==> config.mk <==
export PLATFORM = sky130hd
export DESIGN_NAME = mac_tx_gate_monitor
export DESIGN_NICKNAME = d
export VERILOG_FILES = /design/src/rtl/mac_tx_mon_pkg.sv /design/src/rtl/mac_tx_sat_cnt.sv /design/src/rtl/mac_tx_gate_monitor.sv
export SDC_FILE = /design/constraint.sdc
export NUM_CORES = 1
export LEC_CHECK = 0
export CAP_MARGIN = 20
export CORE_ASPECT_RATIO = 1.2
export CORE_MARGIN = 10
export CORE_UTILIZATION = 34
export DETAILED_ROUTE_END_ITERATION = 8
export PLACE_DENSITY = 0.68
export SLEW_MARGIN = 20
export SYNTH_ARGS = -nofsm -noshare
export SYNTH_HDL_FRONTEND = slang
export SYNTH_SLANG_ARGS = --single-unit
==> constraint.sdc <==
create_clock -name clk -period 2.8 [get_ports clk]
set_input_delay 0.56 -clock clk [delete_from_list [all_inputs] [get_ports clk]]
set_output_delay 0.56 -clock clk [all_outputs]
set_load 0.05 [all_outputs]
Run 1, clock wiring as the flow saved it:
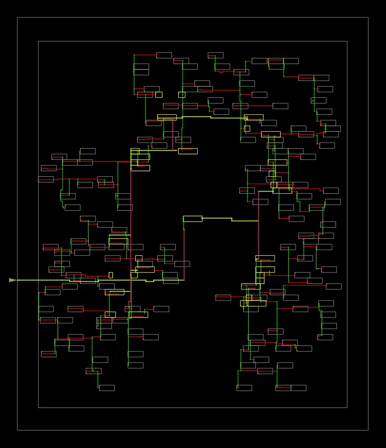
number of sequential cells in the layout: 154
number of clock-tree buffers in the layout: 18
clock tree skew after final layout: 0.01715 ns
power in the clock group: 2240 uW
number of buffers created by CTS: 17

Run 1, gate-type map:
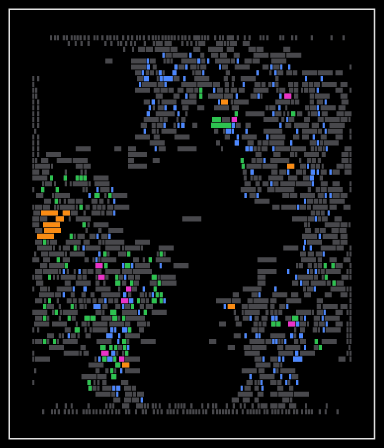
| family | color | cells |
|---|---|---|
| mux cells | orange | 10 |
| nor cells | blue | 180 |
| aoi and oai cells | green | 82 |
| non-inverting ao/oa cells | magenta | 9 |
most frequent logic cell in the layout: conb_1
non-filler cells in the finished layout: 1619
logic share of the area: 45.81%

Run 1, sequential cells colored by netlist name:
Other sequential cells in the stronger gray, the rest of the logic in the fainter gray.
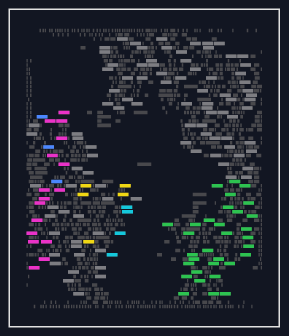
| name in the netlist | color | placed flops |
|---|---|---|
| u_gate_cnt.cnt | green | 32 |
| ifg_cnt | cyan | 4 |
| tc_q | blue | 3 |
| frame_len | magenta | 16 |
| err_flags | yellow | 5 |
sequential share of cell area: 29.13%
reported sequential group power: 2240 uW
Sequential Area: 0.003083 sq mm
Final Util: 40.16%

==> datasheet_impl.txt, run 1 <==
Implementation parameters

Parameter                              Value

Synth
  And-or/or-and share of the synthesized area .................. 6.201%
  Synth async-reset ratio .................. 0%
  Count of library flops with an enable pin .................. 0
  Synthesized area .................. 0.009100 sq mm
  Top FF cell, synth .................. dfxtp_1

Die
  Site row count .................. 65

Critical path
  Critical Setup Path Class .................. reg -> out
  Cells on worst reg2reg path .................. 6

Detailed routing
  Top layer used by detailed routing .................. met4
  Wirelength, routed .................. 23680 microns
  Number of nets still failing antenna checks after routing .................. 0

Cells and area
  ClkCell Share .................. 5.309%

Power and ir drop
  Top power group .................. sequential cells
  Switching power total .................. 1993 uW
  Sequential cell fraction of total power .................. 40.6%
  Share of total power consumed by net switching .................. 36.21%

Global route
  Met1 demand-to-capacity share in global routing .................. 14.95%
  Met2 track demand over resource in global routing .................. 22.82%
  Number of global-route vias before repair .................. 7144

Status
  Outcome .................. complete, no violations

Placed design
  Port bufs .................. 143
  Detailed placer's ending HPWL .................. 18460 microns
  Cell area after placement .................. 0.01002 sq mm

Clocking
  Buffers inserted by post-CTS timing repair .................. 0

STA
  Actual transition at the worst max-transition pin .................. 0.7589 ns
==> inputs of run 2 (changes only) <==
--- a/config.mk
+++ b/config.mk
@@ -7,5 +7,4 @@
 export LEC_CHECK = 0
-export CAP_MARGIN = 20
 export CORE_ASPECT_RATIO = 1.2
-export CORE_MARGIN = 10
+export CORE_MARGIN = 2
 export CORE_UTILIZATION = 34
==> constraint.sdc (replaced) <==
create_clock -name clk -period 2.8 [get_ports clk]
set_input_delay 0.42 -clock clk [delete_from_list [all_inputs] [get_ports clk]]
set_output_delay 0.42 -clock clk [all_outputs]
set_load 0.05 [all_outputs]
Run 2, clock wiring as the flow saved it:
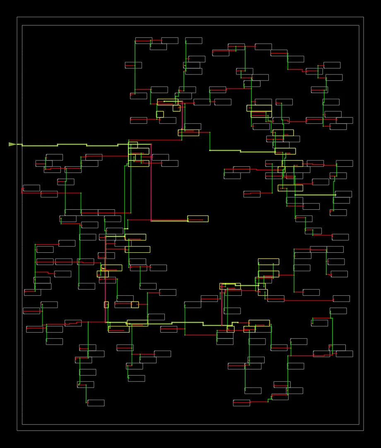
number of clock-tree buffers in the layout: 19
clock tree skew after final layout: 0.01794 ns
insertion delay at the late pin of the worst-skew pair: 0.44 ns

==> run 2 against run 1 <==
  * Core utilization increased by 0.23 points
  * Sequential share of layout area decreased by 0.16 points
  * Power grew 4.3%
  * Synthesized cell count is the same
  * Fmax rose by 1.2%
  * Via count down 1.1%
  * Combinational power barely moved
  * Sequential cell count unchanged
  * Critical endpoint is now u_good_cnt.cnt[15]$_SDFFE_PP0P_
  * Largest cell class unchanged
  * Largest power group is now clock
==> datasheet_impl.txt, run 2 <==
Implementation parameters

Parameter                              Value

Cells and area
  Sequential Area .................. 0.003083 sq mm
  Non-filler cells in the finished layout .................. 1616
  Logic share of the area .................. 45.56%
  Most frequent logic cell in the layout .................. conb_1
  Number of sequential cells in the layout .................. 154
  ClkCell Share .................. 5.937%
  Sequential share of cell area .................. 28.97%

Power and ir drop
  Top power group .................. clock
  Sequential cell fraction of total power .................. 38.9%
  Power in the clock group .................. 2500 uW
  Share of total power consumed by net switching .................. 33.89%
  Switching power total .................. 1947 uW
  Reported sequential group power .................. 2240 uW

Die
  Site row count .................. 65

Synth
  Synthesized area .................. 0.009100 sq mm
  Synth async-reset ratio .................. 0%
  Top FF cell, synth .................. dfxtp_1
  Count of library flops with an enable pin .................. 0
  And-or/or-and share of the synthesized area .................. 6.201%

Placed design
  Cell area after placement .................. 0.01001 sq mm

Critical path
  Cells on worst reg2reg path .................. 6
  Critical Setup Path Class .................. reg -> reg

Global route
  Met2 track demand over resource in global routing .................. 23.38%
  Number of global-route vias before repair .................. 6274
  Met1 demand-to-capacity share in global routing .................. 16.72%

Detailed routing
  Top layer used by detailed routing .................. met4
  Number of nets still failing antenna checks after routing .................. 0
  Wirelength, routed .................. 20390 microns

Status
  Outcome .................. complete, no violations

Clocking
  Number of buffers created by CTS .................. 17
  Buffers inserted by post-CTS timing repair .................. 0

STA
  PnR worst setup slack .................. 0.4120 ns
  Actual transition at the worst max-transition pin .................. 0.8543 ns
  Post-layout min period .................. 2.388 ns
==> inputs of run 3 (changes only) <==
- PLACE_DENSITY: 0.68 -> 0.67
Run 3, gate-type map:
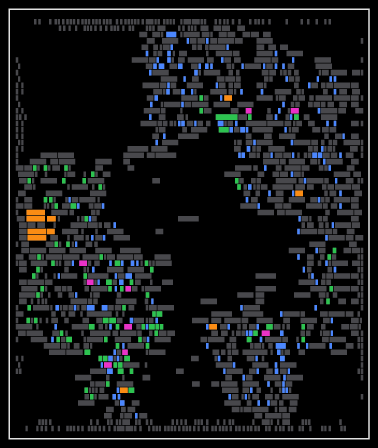
| family | color | cells |
|---|---|---|
| aoi and oai cells | green | 82 |
| mux cells | orange | 10 |
| nor cells | blue | 180 |
| non-inverting ao/oa cells | magenta | 9 |
non-filler cells in the finished layout: 1618
logic share of the area: 45.63%

==> run 3 against run 2 <==
  * Final area down 0.15%
  * Power down 2.0%
  * Sequential share of layout area is essentially flat
  * Sequential power hardly changed
  * Largest power group unchanged
  * Highest routed layer is now met5
==> datasheet_impl.txt, run 3 <==
Implementation parameters

Parameter                              Value

Synth
  Synth async-reset ratio .................. 0%
  Flops out of synthesis .................. 154
  Synthesized area .................. 0.009100 sq mm
  And-or/or-and share of the synthesized area .................. 6.201%
  Count of library flops with an enable pin .................. 0
  Top FF cell, synth .................. dfxtp_1

STA
  Clock tree skew after final layout .................. 0.01330 ns
  PnR worst setup slack .................. 0.3313 ns
  Post-layout min period .................. 2.469 ns

Cells and area
  Net count reported at finish .................. 1301
  ClkCell Share .................. 5.652%
  Area overhead of the layout relative to synthesis .................. 16.77%
  Number of clock-tree buffers in the layout .................. 17
  Final Util .................. 40.33%
  Data-path buffer share of cell area in the final layout .................. 15.09%
  Number of sequential cells in the layout .................. 154

Status
  Outcome .................. complete, no violations

Critical path
  Critical Setup Path Class .................. reg -> reg
  Cells on worst reg2reg path .................. 6

Detailed routing
  Number of remaining DRC errors .................. 0
  Routed metal-1 wire length .................. 8660 microns
  Wirelength, routed .................. 20200 microns
  Number of nets still failing antenna checks after routing .................. 0
  Top layer used by detailed routing .................. met5

Global route
  Met1 demand-to-capacity share in global routing .................. 16.68%
  Met2 track demand over resource in global routing .................. 23.66%

Clocking
  Insertion delay at the late pin of the worst-skew pair .................. 0.43 ns
  Buffers inserted by post-CTS timing repair .................. 0
  Number of buffers created by CTS .................. 17

Placed design
  Final weighted congestion in routability-driven placement .................. 0.8042
  Cell area after placement .................. 0.01003 sq mm
  Port bufs .................. 143
  Detailed placer's ending HPWL .................. 15340 microns

Power and ir drop
  Top power group .................. clock
  Power in the clock group .................. 2380 uW
  Sequential cell fraction of total power .................. 39.7%
  Share of total power consumed by net switching .................. 34.85%
  Combinational cell power .................. 1010 uW
  Switching power total .................. 1963 uW
  Reported sequential group power .................. 2240 uW

Die
  Number of ports placed on the die boundary .................. 400
Power figures rest on the tool's default switching activity, not on a simulated workload.
